## config.mk

```make
export PLATFORM = sky130hd
export DESIGN_NAME = im_loader
export DESIGN_NICKNAME = d
export VERILOG_FILES = /design/src/rtl/loader_pkg.sv /design/src/rtl/im_loader_asm.sv /design/src/rtl/im_loader.sv
export SDC_FILE = /design/constraint.sdc
export NUM_CORES = 1
export LEC_CHECK = 0
export CAP_MARGIN = 25
export CORE_ASPECT_RATIO = 1.4
export CORE_MARGIN = 5
export CORE_UTILIZATION = 30
export CTS_CLUSTER_SIZE = 20
export DETAILED_ROUTE_END_ITERATION = 8
export GPL_ROUTABILITY_DRIVEN = 0
export PLACE_DENSITY_LB_ADDON = 0.3
export SLEW_MARGIN = 0
export SYNTH_ARGS = -nofsm -noshare
export SYNTH_HDL_FRONTEND = slang
export SYNTH_SLANG_ARGS = --single-unit
```

## constraint.sdc

```tcl
create_clock -name clk -period 6.29 [get_ports clk]
set_clock_uncertainty 0.2 [all_clocks]
set_input_delay 1.5725 -clock clk [delete_from_list [all_inputs] [get_ports clk]]
set_output_delay 1.5725 -clock clk [all_outputs]
set_load 0.02 [all_outputs]
```

## src/rtl/loader_pkg.sv

```systemverilog
// Shared types and defaults for the serial instruction-memory loader.
package loader_pkg;

   localparam int unsigned DEPTH = 1024;
   localparam int unsigned LEN_W = 11;
   // First received byte of a word lands in the most significant lane.
   localparam bit MSB_FIRST = 1'b1;

   typedef enum logic [2:0] {
      StIdle,
      StRecv,
      StWrite,
      StCksum,
      StDone,
      StErr
   } state_e;

endpackage

```

## src/rtl/im_loader_asm.sv

```systemverilog
// Byte-to-word shift assembler with the 2-bit byte-in-word counter.
module im_loader_asm
   import loader_pkg::*;
(
   input  logic        clk_i,
   input  logic        clr_i,
   input  logic        clear_i,
   input  logic        shift_i,
   input  logic [7:0]  byte_i,
   output logic [31:0] word_next_o,
   output logic        last_o
);

   logic [31:0] word_q;
   logic [1:0]  cnt_q;

   always_comb begin
      if (MSB_FIRST) begin
         word_next_o = {word_q[23:0], byte_i};
      end else begin
         word_next_o = {byte_i, word_q[31:8]};
      end
      last_o = (cnt_q == 2'd3);
   end

   always_ff @(posedge clk_i) begin
      if (clr_i || clear_i) begin
         word_q <= '0;
         cnt_q  <= '0;
      end else if (shift_i) begin
         word_q <= word_next_o;
         cnt_q  <= cnt_q + 2'd1;
      end
   end

endmodule

```

## src/rtl/im_loader.sv

```systemverilog
// Loads a byte stream into instruction memory word by word, then verifies a
// trailing checksum byte while keeping the CPU held in reset.
module im_loader #(
   parameter int unsigned DEPTH = loader_pkg::DEPTH,
   parameter int unsigned LEN_W = loader_pkg::LEN_W
) (
   input  logic             clk,
   input  logic             clr,
   input  logic             start,
   input  logic [LEN_W-1:0] len,
   input  logic             byte_valid,
   input  logic [7:0]       byte_data,
   output logic             byte_ready,
   output logic             im_we,
   output logic [31:0]      im_addr,
   output logic [31:0]      im_wdata,
   output logic             busy,
   output logic             done,
   output logic             err,
   output logic             cpu_hold
);
   import loader_pkg::*;

   localparam logic [LEN_W-1:0] DepthL = LEN_W'(DEPTH);

   state_e           state_q, state_d;
   logic [LEN_W-1:0] len_q, len_d;
   logic [LEN_W-1:0] idx_q, idx_d;
   logic [7:0]       sum_q, sum_d, sum_acc;
   logic [31:0]      addr_q, addr_d;
   logic [31:0]      wdata_q, wdata_d;
   logic             xfer, asm_clear, asm_shift, asm_last;
   logic [31:0]      asm_word;

   im_loader_asm u_asm (
      .clk_i       (clk),
      .clr_i       (clr),
      .clear_i     (asm_clear),
      .shift_i     (asm_shift),
      .byte_i      (byte_data),
      .word_next_o (asm_word),
      .last_o      (asm_last)
   );

   always_comb begin
      state_d   = state_q;
      len_d     = len_q;
      idx_d     = idx_q;
      sum_d     = sum_q;
      addr_d    = addr_q;
      wdata_d   = wdata_q;
      asm_clear = 1'b0;
      asm_shift = 1'b0;

      byte_ready = (state_q == StRecv) || (state_q == StCksum);
      xfer       = byte_valid && byte_ready;
      sum_acc    = sum_q + byte_data;

      case (state_q)
         StIdle, StDone, StErr: begin
            if (start) begin
               if (len == '0) begin
                  state_d = StDone;
               end else if (len > DepthL) begin
                  state_d = StErr;
               end else begin
                  len_d     = len;
                  idx_d     = '0;
                  sum_d     = '0;
                  asm_clear = 1'b1;
                  state_d   = StRecv;
               end
            end
         end
         StRecv: begin
            if (xfer) begin
               sum_d     = sum_acc;
               asm_shift = 1'b1;
               // Capture address/data here so WRITE follows the 4th byte directly.
               if (asm_last) begin
                  addr_d  = {{(30 - LEN_W){1'b0}}, idx_q, 2'b00};
                  wdata_d = asm_word;
                  state_d = StWrite;
               end
            end
         end
         StWrite: begin
            idx_d   = idx_q + 1'b1;
            state_d = (idx_q == len_q - 1'b1) ? StCksum : StRecv;
         end
         StCksum: begin
            if (xfer) begin
               sum_d   = sum_acc;
               state_d = (sum_acc == 8'h00) ? StDone : StErr;
            end
         end
         default: state_d = StIdle;
      endcase

      im_we    = (state_q == StWrite);
      im_addr  = addr_q;
      im_wdata = wdata_q;
      busy     = (state_q == StRecv) || (state_q == StWrite) || (state_q == StCksum);
      done     = (state_q == StDone);
      err      = (state_q == StErr);
      cpu_hold = busy || (state_q == StErr);
   end

   always_ff @(posedge clk) begin
      if (clr) begin
         state_q <= StIdle;
         len_q   <= '0;
         idx_q   <= '0;
         sum_q   <= '0;
         addr_q  <= '0;
         wdata_q <= '0;
      end else begin
         state_q <= state_d;
         len_q   <= len_d;
         idx_q   <= idx_d;
         sum_q   <= sum_d;
         addr_q  <= addr_d;
         wdata_q <= wdata_d;
      end
   end

endmodule

```

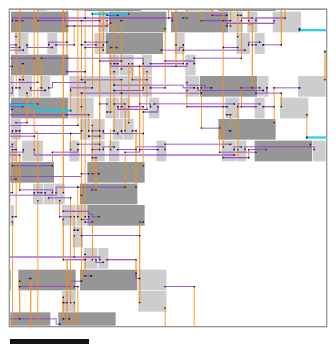
Fig. 1. Layout detail (run 1).
The bar under the picture is 10 um long. Window x 68 to 108, y 20 to 60 um. Cells in grey, sequential cells in the stronger grey; small squares are vias.
[met3] cyan
[met1] purple
[met2] orange
cells with their middle in the window: 69
netlist names of flops here include: im_wdata (9), u_asm.word_q (8)
most frequent: nand2_1 (30), dfxtp_1 (17), a21oi_1 (14)
sequential cells in the window: 17

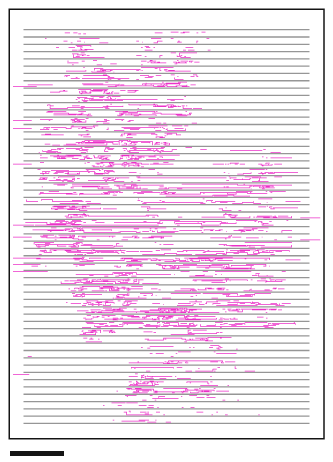
Fig. 2. Signal wires on met1 (run 1).
The bar under the picture is 20 um long. Supply wires on this layer in grey.
longest straight run: 33.1 um
wire length on this layer: 5080 um
main direction: horizontal
nets with wire on the layer: 612
final wirelength: 11.9 mm
vias: 4197
met1 usage in global routing: 16.1%

==> results.json, run 1 <==
{
  "drt_first_pass_iters": 4,
  "hpwl_mm": 8.62,
  "cp.required_ns": 6.30,
  "ir_drop_mv": 0.104,
  "grt_pass1_wl_mm": 19.8,
  "yosys_cells": 599,
  "max_cap_violations": 0,
  "cpMaxStageDelayCell": "nand2_2",
  "worst_slew_pin_slew_ns": 0.757,
  "drc": 0,
  "critical_path_buf_inv_count": 1,
  "synthSimpleGateAreaFrac_pct": 24.1,
  "worstSetupStartpoint": "len[0]",
  "synth-seq-cells": 102,
  "ioPinCount": 93,
  "start_kind": "input port",
  "ant_nets": 0,
  "synth_warnings": 0,
  "netlist_instances": 599,
  "reg2reg_to": "idx_q[2]$_SDFFE_PP0P_",
  "finalClockPeriodUsage_pct": 68.6,
  "drtIter0Drc": 219,
  "grt_pass1_vias": 4072,
  "met2WireLength_mm": 6.12,
  "layout.nets": 680,
  "path_clk_slew_ns": 0.07,
  "worstRegToRegCells": 6,
  "grt_setup_unrepaired": "false",
  "maxSlewViolCount": 0,
  "die_area_um2": 18700,
  "ys_top_cells_by_area": "dfxtp_1, nand2_1, a21oi_1, buf_4, mux2i_1",
  "grt-ovfl-total": 0,
  "synth-async-reset-ratio_pct": 0,
  "cts_tree": "done",
  "crit_family": "simple AND/OR/NAND/NOR gates",
  "edf_count": 0,
  "grtUsageTotal_pct": 13.1,
  "p_leak_nw": 2.04,
  "top_logic_kind": "simple AND/OR/NAND/NOR gates",
  "ctsHtreeMaxLevel": 3,
  "m1WireLength_mm": 5.08,
  "slew_headroom_pct": 49.3,
  "ys_sh_mux_pct": 2.92,
  "r2r_start": "state_q[2]$_SDFFE_PP0P_",
  "die_h_um": 160,
  "period_minus_slack_ns": 4.32,
  "port_buffers": 71,
  "fmax_ghz": 0.232,
  "flop_cell": "dfxtp_1",
  "power_mw": 1.42,
  "worst_hold_path_type": "flop to flop",
  "cts.path.max_buffers": 2,
  "yosys.area_share.adder_pct": 3.02,
  "route.met3.wl_um": 573,
  "fin_ws_ns": 1.97,
  "top_usage_layer": "met2",
  "status": "complete, no violations",
  "min-delay-start": "im_wdata[29]$_SDFFE_PP0P_",
  "post_cts_resized": 0,
  "rows": 54,
  "crit_chain": "clkdlybuf4s50_1, or4_1, o31ai_4, nand3_2, nand2_2, nor2_1",
  "synthDistinctLibCells": 61,
  "diodes": 0,
  "hold_viol": 0
}
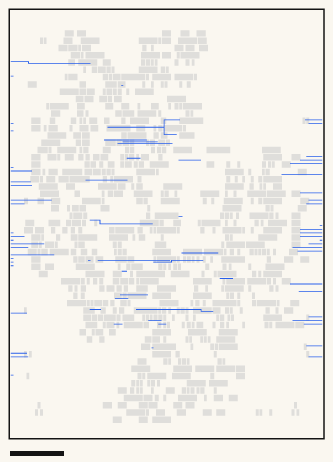
Fig. 3. The metal 3 layer (run 1).
The bar under the picture is 20 um long.
wire length on this layer: 574 um
longest straight run: 26.7 um
nets with wire on the layer: 60
main direction: horizontal

run 1: synthesized netlist by cell type (all sizes together) (2+ instances only):
library cell	instances
nand2	150
dfxtp	102
a21oi	90
buf	31
nor2	29
clkbuf	28
mux2i	14
nand3	14
xnor2	12
inv	11
ha	10
nor3b	7
o21ai	7
or3	7
or4	7
a31oi	6
xor2	6
nand4	5
nor3	5
o31ai	5
nor4	4
o211ai	4
or2	4
and3	3
nand2b	3
nor2b	3
o311ai	3
a211oi	2
and2	2
nand3b	2
run 1: report_power, final:
group          switching, mW  total [mW]  internal (mW)
Combinational         0.0978       0.162         0.0646
Sequential            0.0142       0.670          0.656
Clock                  0.268       0.587          0.318
run 1: state kept, by name, indices dropped and copies added (netlist names):
register and cells:
len_q 11, state_q 3, u_asm.cnt_q 2, u_asm.word_q 24
sum_q 8, idx_q 11, im_wdata 32, im_addr 11
run 1: cell usage in the layout, fill, tap and decap left out, drive strengths merged, types with 7 or more instances in the layout:
cell	instances
mux2i	14
dfxtp	102
nor2	29
inv	13
or4	7
o21ai	7
nand3	14
nor3b	7
nand2	150
a21oi	90
conb	21
ha	10
clkbuf	9
xnor2	12
clkdlybuf4s50	70
or3	7
run 1: per-stage QoR:
step,cells,utilization [%]
2_1_floorplan,619,-
3_3_place_gp,831,35.3
5_1_grt,847,37.3
6_report,847,37.3
3_5_place_dp,831,35.3
4_1_cts,847,37.3
run 1: area by class of cell:
class                      count  area, um^2  area share [%]
tap                          196         245            4.19
clock inverter                 7        92.6            1.58
timing repair buffer          75         736            12.6
clock buffer                   9         225            3.85
sequential                   102        2040            34.9
multi-input combinational    447        2470            42.2
inverter                      11        41.3           0.706
run 1: worst min-delay path: stages (launching register included):
cell,delay [ns]
dfxtp_1,0.31
nand2_1,0.05
a21oi_1,0.05
## Run 2: what changed since run 1
==> constraint.sdc (replaced) <==
create_clock -name clk -period 3.59 [get_ports clk]
set_clock_uncertainty 0.2 [all_clocks]
set_input_delay 0.8975 -clock clk [delete_from_list [all_inputs] [get_ports clk]]
set_output_delay 0.8975 -clock clk [all_outputs]
set_load 0.02 [all_outputs]
==> run 2 against run 1 <==
Effect of this change:
- global-route usage up 0.18 points
- hold slack worse by 0.00098 ns
- clock-buffer cell count unchanged
- first-iteration DRC count up 25%
- clock power up 86%
- synthesized cell count unchanged
- combinational power up 85%
- register-to-register slack worse by 2.1 ns
- critical path depth up 3
- die area unchanged
- sequential cell count unchanged
- critical endpoint is now state_q[0]$_SDFFE_PP0P_
==> results.json, run 2 <==
{
  "route.met3.wl_um": 431,
  "internal_power_mw": 1.90,
  "drtIter0Drc": 274,
  "diodes": 0,
  "status": "complete, no violations",
  "grt_setup_unrepaired": "false",
  "routed_wirelength_mm": 11.9,
  "synthTopCellsByCount": "nand2_1, dfxtp_1, a21oi_1, nor2_1, clkbuf_1",
  "die_area_um2": 18700,
  "grt-ovfl-total": 0,
  "synth-seq-cells": 102,
  "worst_slew_pin_slew_ns": 0.609,
  "p_comb_share_pct": 11.6,
  "layout.nets": 690,
  "top_cell": "nand2_1",
  "hpwl_mm": 8.75,
  "edf_count": 0,
  "drc": 0,
  "fmax_ghz": 0.308,
  "routed_via_density": 4.86,
  "post_cts_resized": 0,
  "power_frac_seq_pct": 45.7,
  "cts.path.max_buffers": 2,
  "largest_register_ffs": 32,
  "ioPinCount": 93,
  "period_minus_slack_ns": 3.24,
  "die_h_um": 160,
  "p_leak_nw": 2.11,
  "synthSimpleGateAreaFrac_pct": 24.1,
  "max_cap_violations": 0,
  "top_logic_kind": "simple AND/OR/NAND/NOR gates",
  "crit_chain": "clkdlybuf4s50_1, ha_1, fa_1, a211o_1, and3_1, o311ai_0, buf_4, nor4_1, a211oi_1",
  "yosys_cells": 599,
  "port_buffers": 71,
  "m1WireLength_mm": 5.15,
  "grt_pass1_wl_mm": 20.3,
  "yosys.area_share.adder_pct": 3.02,
  "drt_first_pass_iters": 5,
  "dr_total_vias": 4169,
  "final_cell_mix": "nand2_1, dfxtp_1, a21oi_1",
  "cts_tree": "done",
  "worst_hold_path_type": "flop to flop",
  "slew_headroom_pct": 58.8,
  "ir_drop_mv": 0.186,
  "start_kind": "input port",
  "flop_cell": "dfxtp_1",
  "synthDistinctLibCells": 61,
  "grt_pass1_vias": 4228,
  "synth-async-reset-ratio_pct": 0,
  "slowest_delay_ns": 0.47,
  "mostFrequentLayoutCell": "nand2_1",
  "finalClockPeriodUsage_pct": 90.4,
  "top_usage_layer": "met2",
  "netlist_instances": 599,
  "maxSlewViolCount": 0,
  "rows": 54,
  "netSwitchingFraction_pct": 25.9,
  "power.net_switching_mw": 0.664,
  "ctsHtreeMaxLevel": 3,
  "pwr-share-clk_pct": 42.7,
  "synth_warnings": 0,
  "cp.required_ns": 3.65,
  "ys_top_cells_by_area": "dfxtp_1, nand2_1, a21oi_1, buf_4, mux2i_1",
  "path_clk_slew_ns": 0.07,
  "ys_sh_mux_pct": 2.92
}
==> run 2: cell type report <==
class / count / area [um^2]
clock inverter: 7 / 115
tap: 196 / 245
timing repair buffer: 85 / 823
sequential: 102 / 2040
clock buffer: 9 / 225
inverter: 11 / 41.3
fill: 1669 / 9720
multi-input combinational: 447 / 2470
==> run 2: worst paths after layout <==
kind                                           startpoint                        end  slack [ns]  cells past startpoint
worst max-delay path                         byte_data[0]    state_q[0]$_SDFFE_PP0P_        0.35                      9
worst min-delay path            im_wdata[21]$_SDFFE_PP0P_  im_wdata[21]$_SDFFE_PP0P_        0.25                      2
worst max register to register      len_q[0]$_SDFFE_PP0P_    state_q[1]$_SDFFE_PP0P_        1.07                      7
worst min register to register  im_wdata[21]$_SDFFE_PP0P_  im_wdata[21]$_SDFFE_PP0P_        0.25                      2
==> run 2: critical path: cells and delay by family <==
kind	cells	cell delay (ns)
AND-OR/OR-AND	3	0.85
adder cells (fa/ha/maj)	2	0.69
buffers and inverters	2	0.64
AND/OR/NAND/NOR	2	0.23
==> run 2: stage by stage <==
stage                     cells  setup slack [ns]  area, um^2  power (mW)  hold slack [ns]
after floorplan             619             0.624        4880        1.42            0.232
after detailed placement    841            0.0330        5620        1.50            0.246
final                       857             0.346        5960        2.57            0.254
after CTS                   857             0.360        5960        2.60            0.257
after global placement      841            0.0535        5620        1.49            0.246
after global routing        857             0.184        5960        2.68            0.276
==> run 2: power groups by stage <==
stage          Combinational (mW)  Clock [mW]  Sequential, mW
2_1_floorplan               0.233           0            1.19
3_3_place_gp                0.293           0            1.20
3_5_place_dp                0.299           0            1.20
4_1_cts                     0.300        1.13            1.17
5_1_grt                     0.333        1.17            1.18
6_report                    0.299        1.09            1.17
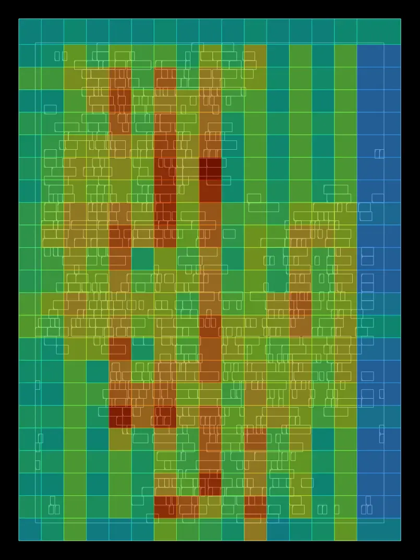
Fig. 4. Routing congestion (run 2).
met1 usage in global routing: 15.7%
final core utilization: 38.0%
GRT Util Overall: 13.2%
WL/cell: 13.9 um

No activity file was given, so power comes from the tool's default toggle rates.
